Run 1, signal wires on met1:
Supply wires on this layer in grey.
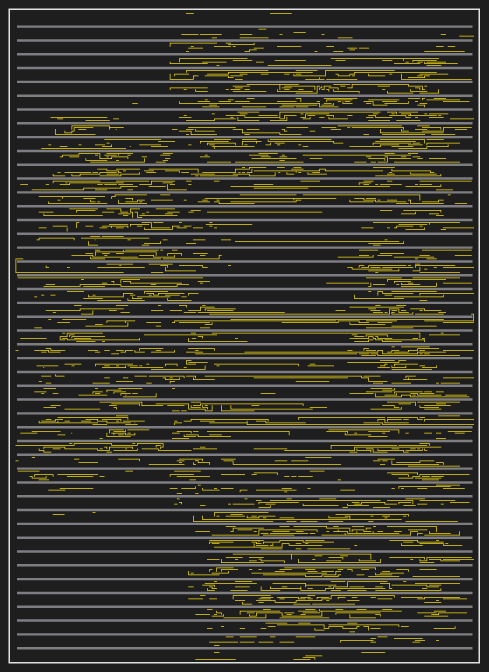
Run 1, signal wires on met4:
Bar = 20 microns. Supply wires on this layer in grey. Cells faint in the background.
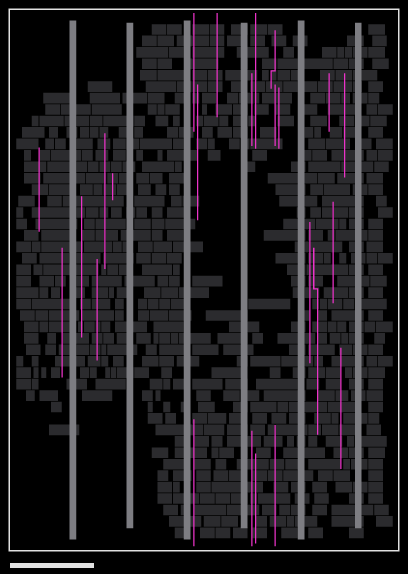
Run 1, cells coloured by class:
Bar = 20 microns. Fill, decap, tap and diode cells in grey.
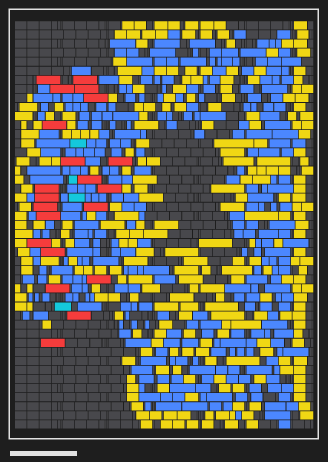
Run 1, routing congestion map:
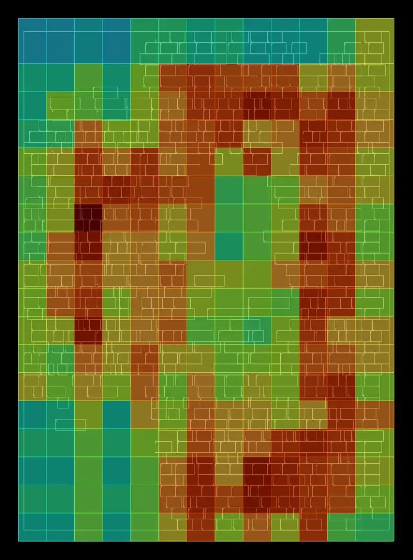
Design hazard_ctrl, sky130hd; sources not shown.
==> reports/writeup.txt <==
The area fraction in full adders, half adders and majority gates came out at 0%. Sequential cells burn 31.2% of the power. In this run the core area contains 45 standard-cell rows. Counting only logic cells after layout, the most numerous master is clkdlybuf4s50_1.

The first global-routing pass estimated 23.0 mm of wire. The area growth from synthesis to layout is 133%. The final reports fail on setup timing.

Number of cells on the worst reg-to-reg path: 11. The run finished, with violations left. With the number of distinct library cells after synthesis at 40, the number of port buffers is 188. During synthesis, Yosys emitted a total of 0 warnings. OpenROAD reports that the post-layout worst path occupies 106% of the period. The type of the worst min-delay path was register to register. The filler cell count is 865, and the switching power as a share of total power is 33.1%. The longest clock path from root to sink contains 2 buffers. The required time of the worst setup path was 2.59 ns; the logic gate share of total power was 47.9%.

The tools report the I/O pin count as 189. Per the log, the first TritonRoute iteration ended with a DRC count of 181. The worst setup path is of the primary input to output port kind. 0 antenna diodes ended up in the layout. The dominant register cell in the synthesized netlist was dfxtp_1.

After legalization and detailed placement, the total HPWL measured 9.73 mm. Counting every net in the synthesized netlist gives 488. The end-of-flow timing check tallies setup violations at 56.

Cells with a size suffix above 1 make up 48.0% of the layout. For the part of the total power dissipated in the clock network, the log shows 20.9%. Final count of pins violating max slew: 0. The worst-case max-slew headroom was logged as 75.1%. The register with the most flip-flops in the layout has 7 of them.

The run gives 28 for the count of warning messages emitted by the tools. In this run the register-to-register setup slack is 1.20 ns. The post-placement cell area is 5300 sq um. In the final report, the number of hold violations comes to 0.

The timing report gives the clock slew at the launch and capture registers of the worst setup and hold paths as 0.07 ns. With the net switching power at 273 uW, the pin slew with the least headroom to its limit is 0.373 ns. The first TritonRoute pass finished after 4 iterations.

The antenna violation net count after detailed routing was 0. The tools report the clock root buffer as clkbuf_8. The mean post-synth cell area is 8.04 sq um. The run gives 369 for the instance count of the mapped netlist. The maximum vdd drop was 0.224 mV; the power density over the cells was 120 nW/um^2.

According to the floorplan report, the total die area is 11800 sq um. The instance count along the most critical hold path is 2, and the mux contribution to synthesized area is 21.7%. The count of nets after finishing was 726.

TritonCTS built the clock tree. The fraction of registers with async set/reset came out at 0%. After Yosys synthesis, XOR and XNOR cells account for 8.86% of the synthesized area.

The yosys stat cell total was 369. Hold-fix buffer count after cts: 0. The routed design could run at a clock period as short as 3.65 ns.

The power report lists cell-internal power as 553 uW. The run gives 1 as the maximum level of the CTS H-tree. With the share of the yosys chip area belonging to registers at 14.2%, the core utilization before placement is 27.0%. The library cells used most frequently in the layout, excluding fill and tap cells, are clkdlybuf4s50_1, buf_4, mux2i_1. Per the detail_route report, vias per standard cell equal 5.46.

For the static leakage, the log shows 0.00268 uW. The peak clock frequency supported by timing was 0.274 GHz. Data on the critical path arrives at its endpoint at 2.78 ns.

Entering global routing, the biggest net connects 34 pins. The number of register bits inferred by synthesis works out to 21. Setup repair after global routing could not meet its margin everywhere. The number of antenna violations at the first check in global routing was 0; the later-pin clock latency in the skew report was 0.27 ns. The via count of the first global-routing pass is 4385, and the global route total overflow is 0. Final worst-path setup slack: -0.195 ns. The biggest fanout along the worst timing path is 8. The number of sinks driven by the clock tree is 21, and the post-synth tally of flip-flops with integrated enable is 0.

The total power is 826 uW, and the area of the synthesized netlist per yosys stat is 2970 sq um. The horizontal die dimension reported for this design is 92.3 microns. The startpoint kind of the worst setup timing path is a primary input. For reference, compound AND-OR and OR-AND cells occupy 20.7% of the area reported after synthesis. In the final run the clock tree shows a worst skew of 0.00219 ns. The total of max-cap violations was 0. The synthesis run identifies the leading combinational cell family as simple AND/OR/NAND/NOR gates. The synthesized netlist occupies a cell area of 2970 sq um. TritonCTS created 3 clock buffers. Die span in y: 128 microns.

The synthesized netlist devotes 25.7% of its cell area to simple gates. The worst setup path is captured at an output port. Summing all non-filler instances in the final layout gives an area of 6910 sq um. The run gives 0 for the total DRC errors in the routed layout. After its last routability iteration, the placer logged a weighted congestion of 0.866.
Back to the opening pictures, 'signal wires on met1':
- share of all routed wire: 36%
- main direction: horizontal
- longest straight run: 41.9 microns
Routed WL: 15.7 mm
global-route track usage on met1: 25.9%

Back to the opening pictures, 'signal wires on met4':
- main direction: vertical
- wire length on this layer: 598 microns
- share of all routed wire: 3.8%
- nets with wire on the layer: 22
- longest straight run: 34.6 microns
via count: 4081

Back to the opening pictures, 'cells coloured by class':
- red: registers (cells 21; share of their area 6.2%)
- yellow: remaining buffers and delay cells (cells 268; share of their area 44%)
- cyan: clock drivers and dummy loads (cells 4; share of their area 0.73%)
- blue: remaining logic cells (cells 313; share of their area 49%)
total core area: 11000 sq um
Final Core Density: 62.9%
share of cell area taken by flip-flops and latches: 6.09%

Back to the opening pictures, 'routing congestion map':
wire per inst: 21.0 microns
gr usage total: 24.7%
met2 Use GR: 47.6%
routing layer with the top usage in global route: met2
met3 GRT Util: 3.84%

-- run 1: what timing repair did --
| item | CTS | global route |
|---|---|---|
| gates cloned | 10 | 2 |
| setup buffers | 20 | 6 |
| setup endpoints to repair | 69 | 69 |
| resized | 549 | 109 |
| pin swaps | 63 | 39 |
-- run 1: logic make-up (layout without fill, tap and decap cells) --
family / Yosys count / after routing
DFF: 21 / 21
and+or+nand+nor: 139 / 140
xor gates and xnor gates: 30 / 30
muxes: 64 / 64
buffers and inverters: 40 / 276
AOI/OAI and AO/OA: 75 / 75
-- run 1: synth_stat cells (2+ instances only) --
cell type / instances / area, sq um
nor4_1: 4 / 25.0
or4_1: 2 / 15.0
nor4_2: 2 / 25.0
nor2_1: 6 / 22.5
xor2_1: 23 / 201
or3_1: 16 / 100
dfxtp_1: 21 / 420
buf_6: 6 / 67.6
nand2_1: 22 / 82.6
buf_4: 3 / 22.5
o21a_1: 2 / 15.0
nor3_1: 3 / 15.0
mux2i_1: 62 / 621
o31ai_1: 39 / 293
a21oi_2: 10 / 87.6
a21oi_1: 8 / 40.0
and2_1: 6 / 37.5
nand3_1: 53 / 265
a211oi_1: 2 / 15.0
and3_1: 2 / 12.5
o31ai_2: 9 / 113
mux2_2: 2 / 22.5
o21ai_1: 2 / 10.0
nor3b_1: 2 / 15.0
buf_2: 18 / 90.1
nor2b_1: 15 / 93.8
clkbuf_1: 6 / 22.5
buf_12: 2 / 40.0
inv_1: 4 / 15.0
xnor2_1: 7 / 61.3
-- run 1: critical path, stage by stage --
cell       delay [ns]
buf_8            0.10
xor2_1           0.17
nor4_1           0.32
and3_4           0.31
bufbuf_16        0.30
mux2i_1          0.08
or3_4            0.35
a21oi_4          0.16
buf_6            0.13
-- run 1: power by group through the flow --
stage / registers, uW / clock network [uW] / logic (uW)
after floorplan: 260 / 0 / 93.7
after global placement: 261 / 0 / 297
after detailed placement: 261 / 0 / 303
after CTS: 256 / 175 / 347
after global routing: 259 / 186 / 415
final: 258 / 173 / 395
-- run 1: metal layers --
| metal | global-route usage, % | wire, microns | up-vias |
|---|---|---|---|
| li1 | - | - | 1851 |
| met1 | 25.9 | 5610 | 1978 |
| met2 | 47.6 | 8520 | 202 |
| met3 | 3.84 | 926 | 50 |
| met4 | 11.9 | 597 | 0 |
| met5 | 0 | 0 | - |
-- run 1: through the flow --
step | TNS (ns) | hold WS (ns) | std cells | worst slack, ns
CTS | -5.73 | 0.504 | 739 | -0.177
detailed placement | -73.23 | 0.492 | 705 | -1.18
global placement | -69.87 | 0.480 | 705 | -1.11
floorplan | 0 | 0.452 | 369 | 0.0398
global route | -9.31 | 0.532 | 747 | -0.272
finish | -6.25 | 0.507 | 747 | -0.195
-- run 1: final cells by class --
type | instances | area, sq um | area share, %
clock buffers | 4 | 48.8 | 0.707
inverters | 4 | 17.5 | 0.254
multi-input cells | 309 | 3250 | 47.1
flip-flops and latches | 21 | 420 | 6.09
well taps | 141 | 176 | 2.55
repair buffers | 268 | 2990 | 43.3
Power is estimated from default activity; no workload was simulated.
